### src/rtl/alu_writeback_if.sv
// Bundle of signals between the ALU, the writeback stage and the architectural
// state it updates. The master is the upstream/observer side; the slave is the
// writeback stage.
interface alu_writeback_if;
  logic        in_valid;
  logic        in_ready;
  logic        flush;
  logic [5:0]  encoded_opcode;
  logic [2:0]  rd_addr;
  logic [15:0] aluout1;
  logic [15:0] aluout2;
  logic [7:0]  statusregout;
  logic [11:0] decremented_stack_reg;
  logic        reg_we;
  logic [2:0]  reg_waddr;
  logic [15:0] reg_wdata;
  logic        pc_we;
  logic [11:0] pc_data;
  logic [7:0]  status_q;
  logic [11:0] stack_q;

  modport master (
    output in_valid, flush, encoded_opcode, rd_addr, aluout1, aluout2,
           statusregout, decremented_stack_reg,
    input  in_ready, reg_we, reg_waddr, reg_wdata, pc_we, pc_data,
           status_q, stack_q
  );

  modport slave (
    input  in_valid, flush, encoded_opcode, rd_addr, aluout1, aluout2,
           statusregout, decremented_stack_reg,
    output in_ready, reg_we, reg_waddr, reg_wdata, pc_we, pc_data,
           status_q, stack_q
  );
endinterface

### src/rtl/alu_writeback.sv
// ALU writeback stage: captures one ALU result per handshake and commits it to
// the register-file write port, status register, stack register and PC load
// port. MULT takes a second cycle to write the high half to rd+1.
//
// state | meaning
// ------+-----------------------------------------------------------------
// IDLE  | ready for a new result; commits of the previous accept are visible
// WB_HI | MULT low half being written; high half (rd+1) goes out next cycle
module alu_writeback #(
  parameter logic [7:0]  STATUS_RESET = 8'h00,
  parameter logic [11:0] STACK_RESET  = 12'h000
) (
  input logic         clk,
  input logic         reset_n,
  alu_writeback_if.slave bus
);

  typedef enum logic {IDLE = 1'b0, WB_HI = 1'b1} state_t;

  typedef enum logic [2:0] {
    CLS_WRITE,
    CLS_JUMP,
    CLS_STACK_JUMP,
    CLS_NONE,
    CLS_MULT
  } op_class_t;

  state_t      state_q, state_d;
  logic        reg_we_q, reg_we_d;
  logic [2:0]  reg_waddr_q, reg_waddr_d;
  logic [15:0] reg_wdata_q, reg_wdata_d;
  logic        pc_we_q, pc_we_d;
  logic [11:0] pc_data_q, pc_data_d;
  logic [7:0]  status_reg_q, status_reg_d;
  logic [11:0] stack_reg_q, stack_reg_d;
  logic [2:0]  hi_addr_q, hi_addr_d;
  logic [15:0] hi_data_q, hi_data_d;

  op_class_t   op_class;
  logic        accept;

  assign bus.in_ready  = (state_q == IDLE);
  assign accept        = bus.in_valid & bus.in_ready & ~bus.flush;

  assign bus.reg_we    = reg_we_q;
  assign bus.reg_waddr = reg_waddr_q;
  assign bus.reg_wdata = reg_wdata_q;
  assign bus.pc_we     = pc_we_q;
  assign bus.pc_data   = pc_data_q;
  assign bus.status_q  = status_reg_q;
  assign bus.stack_q   = stack_reg_q;

  // Sort the incoming opcode into its writeback class.
  always_comb begin
    op_class = CLS_WRITE;
    case (bus.encoded_opcode)
      6'b100001:                       op_class = CLS_MULT;
      6'b000000, 6'b100011:            op_class = CLS_JUMP;
      6'b000011, 6'b100100, 6'b100110: op_class = CLS_STACK_JUMP;
      6'b001111, 6'b010101, 6'b010110, 6'b011100,
      6'b100000, 6'b110111, 6'b111000: op_class = CLS_NONE;
      default: begin
        // flag set/clear block 101001..110110
        if ((bus.encoded_opcode >= 6'b101001) && (bus.encoded_opcode <= 6'b110110))
          op_class = CLS_NONE;
      end
    endcase
  end

  // Next-state and next-output logic; strobes default low, data holds.
  always_comb begin
    state_d      = state_q;
    reg_we_d     = 1'b0;
    reg_waddr_d  = reg_waddr_q;
    reg_wdata_d  = reg_wdata_q;
    pc_we_d      = 1'b0;
    pc_data_d    = pc_data_q;
    status_reg_d = status_reg_q;
    stack_reg_d  = stack_reg_q;
    hi_addr_d    = hi_addr_q;
    hi_data_d    = hi_data_q;

    case (state_q)
      IDLE: begin
        if (accept) begin
          status_reg_d = bus.statusregout;
          case (op_class)
            CLS_MULT: begin
              reg_we_d    = 1'b1;
              reg_waddr_d = bus.rd_addr;
              reg_wdata_d = bus.aluout1;
              hi_addr_d   = bus.rd_addr + 3'd1;
              hi_data_d   = bus.aluout2;
              state_d     = WB_HI;
            end
            CLS_JUMP: begin
              pc_we_d   = 1'b1;
              pc_data_d = bus.aluout1[11:0];
            end
            CLS_STACK_JUMP: begin
              pc_we_d     = 1'b1;
              pc_data_d   = bus.aluout1[11:0];
              stack_reg_d = bus.decremented_stack_reg;
            end
            CLS_WRITE: begin
              reg_we_d    = 1'b1;
              reg_waddr_d = bus.rd_addr;
              reg_wdata_d = bus.aluout1;
            end
            default: ;
          endcase
        end
      end
      WB_HI: begin
        // flush here only cancels the high half; the low write already happened
        state_d = IDLE;
        if (!bus.flush) begin
          reg_we_d    = 1'b1;
          reg_waddr_d = hi_addr_q;
          reg_wdata_d = hi_data_q;
        end
      end
      default: state_d = IDLE;
    endcase
  end

  // State and architectural registers with synchronous active-low reset.
  always_ff @(posedge clk) begin
    if (!reset_n) begin
      state_q      <= IDLE;
      reg_we_q     <= 1'b0;
      reg_waddr_q  <= 3'd0;
      reg_wdata_q  <= 16'h0000;
      pc_we_q      <= 1'b0;
      pc_data_q    <= 12'h000;
      status_reg_q <= STATUS_RESET;
      stack_reg_q  <= STACK_RESET;
      hi_addr_q    <= 3'd0;
      hi_data_q    <= 16'h0000;
    end else begin
      state_q      <= state_d;
      reg_we_q     <= reg_we_d;
      reg_waddr_q  <= reg_waddr_d;
      reg_wdata_q  <= reg_wdata_d;
      pc_we_q      <= pc_we_d;
      pc_data_q    <= pc_data_d;
      status_reg_q <= status_reg_d;
      stack_reg_q  <= stack_reg_d;
      hi_addr_q    <= hi_addr_d;
      hi_data_q    <= hi_data_d;
    end
  end

endmodule

### src/flat_wrapper.sv
// flat-port wrapper written by rule: the top's interface ports become plain ports
module alu_writeback_flat 
#(
  parameter logic [7:0]  STATUS_RESET = 8'h00,
  parameter logic [11:0] STACK_RESET  = 12'h000
)
  (clk, reset_n, bus_in_valid, bus_flush, bus_encoded_opcode, bus_rd_addr, bus_aluout1, bus_aluout2, bus_statusregout, bus_decremented_stack_reg, bus_in_ready, bus_reg_we, bus_reg_waddr, bus_reg_wdata, bus_pc_we, bus_pc_data, bus_status_q, bus_stack_q);
  alu_writeback_if bus_i ();
  input logic clk;
  input logic reset_n;
  input wire logic [$bits(bus_i.in_valid)-1:0] bus_in_valid;
  input wire logic [$bits(bus_i.flush)-1:0] bus_flush;
  input wire logic [$bits(bus_i.encoded_opcode)-1:0] bus_encoded_opcode;
  input wire logic [$bits(bus_i.rd_addr)-1:0] bus_rd_addr;
  input wire logic [$bits(bus_i.aluout1)-1:0] bus_aluout1;
  input wire logic [$bits(bus_i.aluout2)-1:0] bus_aluout2;
  input wire logic [$bits(bus_i.statusregout)-1:0] bus_statusregout;
  input wire logic [$bits(bus_i.decremented_stack_reg)-1:0] bus_decremented_stack_reg;
  output wire logic [$bits(bus_i.in_ready)-1:0] bus_in_ready;
  output wire logic [$bits(bus_i.reg_we)-1:0] bus_reg_we;
  output wire logic [$bits(bus_i.reg_waddr)-1:0] bus_reg_waddr;
  output wire logic [$bits(bus_i.reg_wdata)-1:0] bus_reg_wdata;
  output wire logic [$bits(bus_i.pc_we)-1:0] bus_pc_we;
  output wire logic [$bits(bus_i.pc_data)-1:0] bus_pc_data;
  output wire logic [$bits(bus_i.status_q)-1:0] bus_status_q;
  output wire logic [$bits(bus_i.stack_q)-1:0] bus_stack_q;
  assign bus_i.in_valid = bus_in_valid;
  assign bus_i.flush = bus_flush;
  assign bus_i.encoded_opcode = bus_encoded_opcode;
  assign bus_i.rd_addr = bus_rd_addr;
  assign bus_i.aluout1 = bus_aluout1;
  assign bus_i.aluout2 = bus_aluout2;
  assign bus_i.statusregout = bus_statusregout;
  assign bus_i.decremented_stack_reg = bus_decremented_stack_reg;
  assign bus_in_ready = bus_i.in_ready;
  assign bus_reg_we = bus_i.reg_we;
  assign bus_reg_waddr = bus_i.reg_waddr;
  assign bus_reg_wdata = bus_i.reg_wdata;
  assign bus_pc_we = bus_i.pc_we;
  assign bus_pc_data = bus_i.pc_data;
  assign bus_status_q = bus_i.status_q;
  assign bus_stack_q = bus_i.stack_q;
  alu_writeback #(.STATUS_RESET(STATUS_RESET), .STACK_RESET(STACK_RESET)) u_core (.clk(clk), .reset_n(reset_n), .bus(bus_i));
endmodule
### config.mk
export PLATFORM = sky130hd
export DESIGN_NAME = alu_writeback_flat
export DESIGN_NICKNAME = d
export VERILOG_FILES = /design/src/rtl/alu_writeback_if.sv /design/src/rtl/alu_writeback.sv /design/src/flat_wrapper.sv
export SDC_FILE = /design/constraint.sdc
export NUM_CORES = 1
export LEC_CHECK = 0
export ABC_CLOCK_PERIOD_IN_PS = 2600
export CORE_ASPECT_RATIO = 1.75
export CORE_MARGIN = 2
export CORE_UTILIZATION = 40
export DETAILED_ROUTE_END_ITERATION = 10
export PLACE_DENSITY = 0.81
export SLEW_MARGIN = 0
export SYNTH_ARGS = -nofsm -noshare
export SYNTH_HDL_FRONTEND = slang
export SYNTH_SLANG_ARGS = --single-unit
### constraint.sdc
create_clock -name clk -period 2.6 [get_ports clk]
set_clock_uncertainty 0.1 [all_clocks]
set_input_delay 0.26 -clock clk [delete_from_list [all_inputs] [get_ports clk]]
set_output_delay 0.26 -clock clk [all_outputs]
set_load 0.02 [all_outputs]
class_map.png
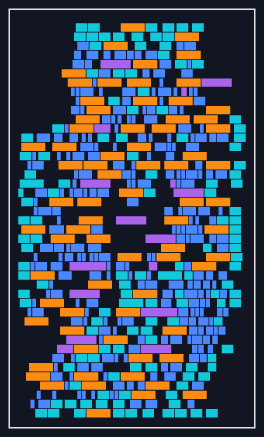
colour	class	cells
orange	registers	73
blue	remaining logic cells	256
cyan	remaining buffers and delay cells	130
purple	clock drivers and dummy loads	16

m4.png
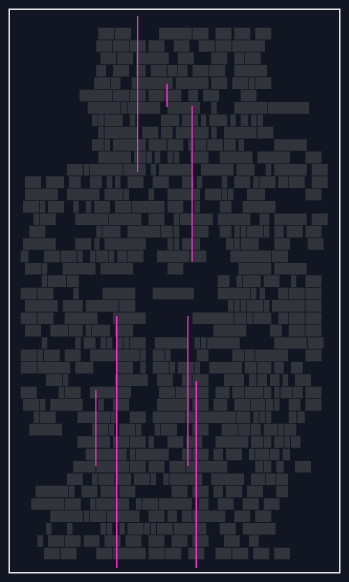
main direction	vertical
share of all routed wire	2.6%
longest straight run	55.1 µm
nets with wire on the layer	4
wire length on this layer	218 µm

route_heat.png
The die is cut into 14 by 25 equal tiles; dark blue is low, red is high, scaled to the fullest tile. Values are wire area over tile area, all layers added.
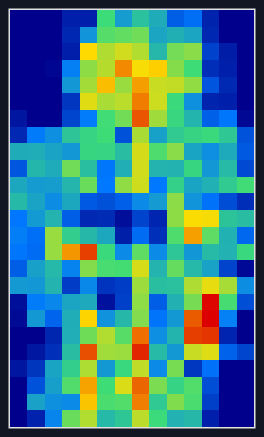
densest ninth of the die	north
mean over tiles	0.15
fullest tile	0.40
nearly empty tiles	13%

clock_wires.png
Scale bar: 20 µm.
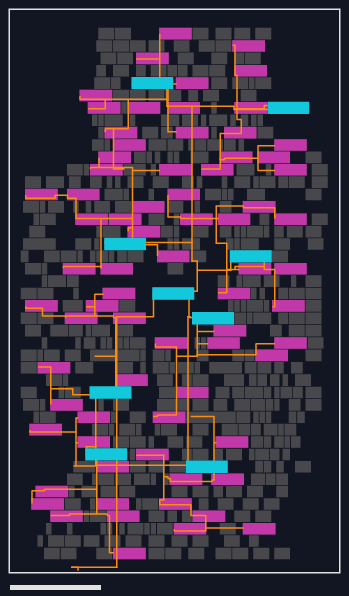
[orange] clock wires | length: 905 µm
[magenta] flip-flops | count: 73
[cyan] clock-net drivers | count: 9
flops lie	spread over the die

==> flow_summary.toml <==
# flow metrics
[pwr]
power.switching_w = 0.0006177
clkPwrFrac_pct = 47.0
switching_share_pct = 21.65
vdd_ir_drop_max_uv = 362.9
p_per_area_nw_per_um2 = 584.8
p_int_w = 0.002235
p_seq_share_pct = 40.6

[setup_path]
required_ns = 2.75
r2r_slack_ns = 0.73
critPathKind = "in -> reg"
cp-start-kind = "input pin"
end_kind = "flip-flop"
regToRegStartpoint = "u_core.state_q"
r2r_cells = 5
reg2reg_to = "u_core.hi_addr_q[0]"

[timing]
slew_violations = 0
fmax_mhz = 428.6
finalClockPeriodUsage_pct = 89.73
finalHoldViolations = 0

[clock_tree]
clock-sinks = 73
htree_levels = 3
ctsRootBufferMaster = "clkbuf_16"
cts_tree = "built"

[layout]
diodes = 0
finalNonFillerCells = 565
combGateArea_um2 = 1663
clkbuf_count = 11
layout.nets = 536
flop_area_um2 = 1461
sh_seq_area_pct = 29.96
clkCellAreaFrac_pct = 6.771

[place]
dp.cells = 549
dpl.hpwl_mm = 5.838

[hold_path]
hp-start = "u_core.hi_data_q[2]"

[synthesis]
synthMostInstantiatedCell = "nand2_1"
yosys_warnings = 0
synth_top_cell_by_area = "dfxtp_1"
top_area_share_pct = 44.77
ys_ff = 73
postSynthAreaPerCell_um2 = 9.170

[route]
drt_iter0_drc = 85
ant_nets = 0

[flow_run]
tool_warnings = 28

[grt]
grt_antenna_before_repair = 0

[die]
io_pins = 119
die_h_um = 123.5

[run_status]
status = "complete, no violations"
==> stage by stage <==
stage	setup WS, ns	utilization [%]	area [µm²]	total power (W)	hold WS, ns
after floorplan	0.8487	-	3264	0.001350	0.2948
after global placement	0.02055	57.51	4548	0.001529	0.3376
after detailed placement	-0.05520	57.51	4548	0.001535	0.3456
after CTS	0.2911	61.68	4878	0.002883	0.3536
after global routing	0.1032	61.68	4878	0.002959	0.3738
final	0.2671	61.68	4878	0.002853	0.3519
==> worst max-delay path, cell delays in order <==
cell and delay, ns:
clkdlybuf4s50_1 0.80, xor2_1 0.28, a21oi_1 0.10, o32ai_1 0.27, a21o_1 0.17, o22a_1 0.18
buf_12 0.20, mux2i_1 0.22
==> cell families (layout without fill, tap and decap cells) <==
family | after synthesis | count (layout) | synth area share [%]
muxes | 70 | 70 | 22.19
and+or+nand+nor | 145 | 145 | 19.55
AOI/OAI and AO/OA | 36 | 36 | 8.049
adders and majority gates | 1 | 1 | 0.3832
DFF | 73 | 73 | 44.77
xor gates and xnor gates | 2 | 2 | 0.5367
buffers and inverters | 29 | 148 | 4.522
==> power groups by stage <==
stage	logic, W	clock network [W]	registers [W]
final	0.000354	0.00134	0.00116
after global routing	0.000378	0.00142	0.00116
after CTS	0.000356	0.00137	0.00116
after detailed placement	0.000353	0	0.00118
after global placement	0.000348	0	0.00118
after floorplan	0.000137	0	0.00121
==> routing by layer <==
layer  up-vias  global-route usage [%]  wire [µm]
met5         -                       0          0
met4         0                   9.198        217
met3        16                   3.993        305
met2        65                   33.94       4500
met1      1366                   20.59       3241
li1       1423                       -          -
Power is estimated from default activity; no workload was simulated.
